A small window of the routed layout:
Bar = 5 microns. Region (58, 85) to (78, 105) microns. Cells in grey, sequential cells in the stronger grey; small squares are vias.
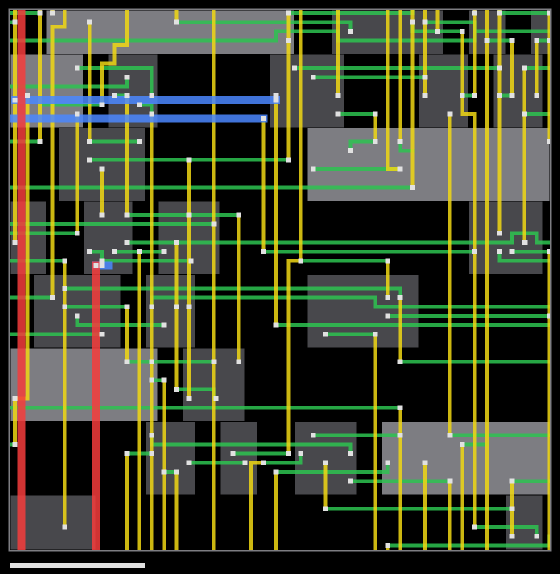
Logic cells by family:
Bar = 50 microns.
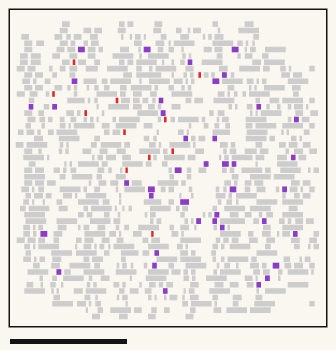
Signal wires by layer:
Bar = 50 microns.
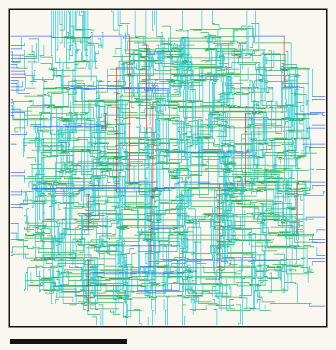
--- src/rtl/mmio_timer.sv ---
// Memory-mapped interval timer: auto-reloading up-counter with sticky
// overflow interrupt and a free-running systick, decoded on the data bus.
module mmio_timer #(
    parameter logic [31:0] BASE_ADDR = 32'h4000_0000
) (
    input  logic        clk,
    input  logic        reset,
    input  logic        MemRead,
    input  logic        MemWrite,
    input  logic [31:0] Address,
    input  logic [31:0] Write_data,
    output logic [31:0] Read_data,
    output logic        hit,
    output logic        irq
);

    logic [31:0] th;
    logic [31:0] tl;
    logic [2:0]  tcon;
    logic [31:0] systick;
    logic [31:0] rdata;
    logic [2:0]  off;
    logic        wr;
    logic        wr_th;
    logic        wr_tl;
    logic        wr_tcon;
    logic        ovf;
    logic        set_irq;
    logic        unused_addr;

    assign hit         = (Address[31:5] == BASE_ADDR[31:5]);
    assign off         = Address[4:2];
    assign unused_addr = ^Address[1:0];
    assign wr          = MemWrite && hit;
    assign wr_th       = wr && (off == 3'd0);
    assign wr_tl       = wr && (off == 3'd1);
    assign wr_tcon     = wr && (off == 3'd2);

    // A CPU store to TL suppresses both the increment and the reload.
    assign ovf     = tcon[0] && !wr_tl && (tl == 32'hFFFF_FFFF);
    assign set_irq = ovf && tcon[1];
    assign irq     = tcon[2];

    always_comb begin
        rdata = '0;
        case (off)
            3'd0:    rdata = th;
            3'd1:    rdata = tl;
            3'd2:    rdata = {29'b0, tcon};
            3'd5:    rdata = systick;
            default: rdata = '0;
        endcase
    end

    assign Read_data = (MemRead && hit) ? rdata : 32'h0;

    always_ff @(posedge clk or negedge reset) begin
        if (!reset) begin
            th      <= '0;
            tl      <= '0;
            tcon    <= '0;
            systick <= '0;
        end else begin
            systick <= systick + 32'd1;
            if (wr_th)
                th <= Write_data;
            // Reload takes the pre-store TH when both land in one cycle.
            if (wr_tl)
                tl <= Write_data;
            else if (tcon[0])
                tl <= ovf ? th : tl + 32'd1;
            // Hardware set of the status bit beats a software clear.
            if (wr_tcon)
                tcon <= {Write_data[2] | set_irq, Write_data[1:0]};
            else if (set_irq)
                tcon[2] <= 1'b1;
        end
    end

endmodule
--- config.mk ---
export PLATFORM = sky130hd
export DESIGN_NAME = mmio_timer
export DESIGN_NICKNAME = d
export VERILOG_FILES = /design/src/rtl/mmio_timer.sv
export SDC_FILE = /design/constraint.sdc
export NUM_CORES = 1
export LEC_CHECK = 0
export CELL_PAD_IN_SITES_DETAIL_PLACEMENT = 1
export CELL_PAD_IN_SITES_GLOBAL_PLACEMENT = 2
export CORE_MARGIN = 2
export CORE_UTILIZATION = 36
export DETAILED_ROUTE_END_ITERATION = 7
export PLACE_DENSITY_LB_ADDON = 0.1
export SLEW_MARGIN = 0
export SYNTH_ARGS = -nofsm -noshare
export SYNTH_HDL_FRONTEND = slang
export SYNTH_SLANG_ARGS = --single-unit
--- constraint.sdc ---
create_clock -name clk -period 4.8 [get_ports clk]
set_input_delay 0.48 -clock clk [delete_from_list [all_inputs] [get_ports clk]]
set_output_delay 0.48 -clock clk [all_outputs]
set_load 0.05 [all_outputs]
==> results.txt <==
run results: outcome finished clean, Setup CP Type input pin to output pin, wire length of the first global-routing pass 33100 microns, Multiplexer share 13.8%, CP max stage delay around 640 ps, critical path endpoint Read_data[16], CTS tree done, WP buf/inv 4, post-route clock period utilization 77.1%, Die Wd 135 microns, Final Hold Viols 0, register-to-register setup slack 1860 ps, Hold Buf Count CTS 0, synthesis-to-layout area growth 22.5%, Worst-path clk slew roughly 70 ps, DR WL met2 9990 microns, FMAX ~0.27 GHz, Yosys Instances roughly 640, Tot GR Track Use 23.5%, GR Util met1 31.7%, Via-to-Cell Ratio ~5.8, # H-tree levels 3, xor/xnor share of the synthesized area 5.65%, CP cell instances clkdlybuf4s50_1 > nor4_1 > nand4_1 > buf_4 > or2_4 > or3_1 > buf_4 > nor2_1 > buf_4, CP most frequent cell buf_4, GRT Max-Usage Layer met2, crit path launch Address[7], register share after synthesis 39.9%, Power, Total 1.76 mW, cell taking the most area after synthesis dfrtp_1, met2 Resource Use GR 39.1%, Pleak 3.15 nW, Post-Syn Area per Cell 9.68 sq um, Die ar. 18300 sq um, crit path DRT 4320 ps, vias in the first global route 5884, Critical Path AT 3220 ps, measured slew at the worst slew-check pin 982 ps, Post-route DRC 0, Log Warnings 28, Crit Path Max Fanout 17, DRT iter0 DRCs ~220, post-synthesis async set-or-reset flop share 100%, distinct cell type count of the synthesized netlist between 60 and 70, Cells after Synth 641, fp util 37.1%, Mapped Area 6200 sq um, DR top layer met4, total gr overflow 0, initial antenna violation count 0, CP top delay family simple AND/OR/NAND/NOR gates, IO buf count around 99, Worst setup EP type output pin, met1 WL 9330 microns, Floorplan Nets 711, Root Buffer clkbuf_16, Clock Skew 14.3 ps, worst r2r path cells 7, comb area leader simple AND/OR/NAND/NOR gates, CTS Sinks between 90 and 100, core box area 16700 sq um, met3 Usage GRT roughly 3.2%, ys flop type dfrtp_1, post-CTS setup buffers 0, Met3 Routed Length 850 microns, CTS Buf Count 9, FP Rows 47, Worst VDD drop 0.162 mV, Resized Gates After CTS 0, Crit-path slowest cell or3_1, nets@finish 794, global placement routability congestion 0.794, top cells, area dfrtp_1, mux2_2, a22oi_1, xnor2_1, nor2_1
About 'a small window of the routed layout':
Blue stands for metal 3. Yellow stands for metal 2. Red stands for metal 4. Green stands for metal 1.
23 logic cells have their middle in the window. Sequential cells in the window: 4. Netlist names of flops here include systick (2), tl (2). Most frequent: dfrtp_1 (4), nand3_1 (3).

About 'logic cells by family':
Purple stands for and/or cells, cells 40, most used and3_1, where all over the die. Red stands for inv cells, cells 11, most used inv_1.
Top cell excl fill/tap: dfrtp_1
fin cells: 948
Comb/total area: 45.7%

About 'signal wires by layer':
Red stands for metal 4, wire length 382 microns. Blue stands for metal 3, wire length 851 microns. Green stands for metal 1, wire length 9330 microns. Cyan stands for metal 2, wire length 9990 microns.
Total Wirelength: 20600 microns
Wirelength per Cell: 21.7 microns
routed vias: 5462

## area by class of cell
class | instances | area [sq um] | share of cell area (%)
timing repair buffer | 113 | 1010 | 13.3
clock buffer | 10 | 239 | 3.14
tap | 220 | 275 | 3.62
sequential | 99 | 2480 | 32.6
clock inverter | 5 | 77.6 | 1.02
inverter | 11 | 41.3 | 0.543
multi-input combinational | 490 | 3480 | 45.7
## synthesized netlist by cell type (all sizes together), types with 4 or more instances
cell / instances
a211oi: 5
a21oi: 18
a22oi: 31
a31oi: 10
and2: 6
and3: 15
and4: 9
buf: 14
clkbuf: 27
dfrtp: 99
inv: 11
mux2: 63
mux2i: 14
nand2: 53
nand3: 28
nand4: 23
nor2: 57
nor2b: 4
nor3: 29
nor4: 18
o211ai: 8
o21ai: 8
o31ai: 18
or2: 6
xnor2: 26
xor2: 14
## where the power goes
part           internal [mW]  leakage, nW  switching, mW  total, mW
combinational         0.0642         1.72         0.0606      0.125
clock                  0.467        0.154          0.330      0.797
sequential             0.834         1.28      0.0000891      0.834
## cells by family after synthesis
| family | count (synthesis) |
|---|---|
| simple gates | 259 |
| fa+ha+maj | 2 |
| xor+xnor | 40 |
| compound gates | 112 |
| mux | 77 |
| buf+inv | 52 |
| flops | 99 |
## per-stage QoR
stage	setup WS [ps]	hold slack (ps)	std cells	utilization (%)	cell area, sq um
6_report	1100	110	948	45.5	7600
5_1_grt	970	143	948	45.5	7600
4_1_cts	1090	135	948	45.5	7600
3_5_place_dp	1090	460	933	43.6	7280
3_3_place_gp	1160	456	933	43.6	7280
2_1_floorplan	1730	184	641	-	6200
## state kept, by name, summed over array words and instances, names as in the netlist
signal / count
systick: 32
tl: 32
th: 32
tcon: 3
Power figures rest on the tool's default switching activity, not on a simulated workload.
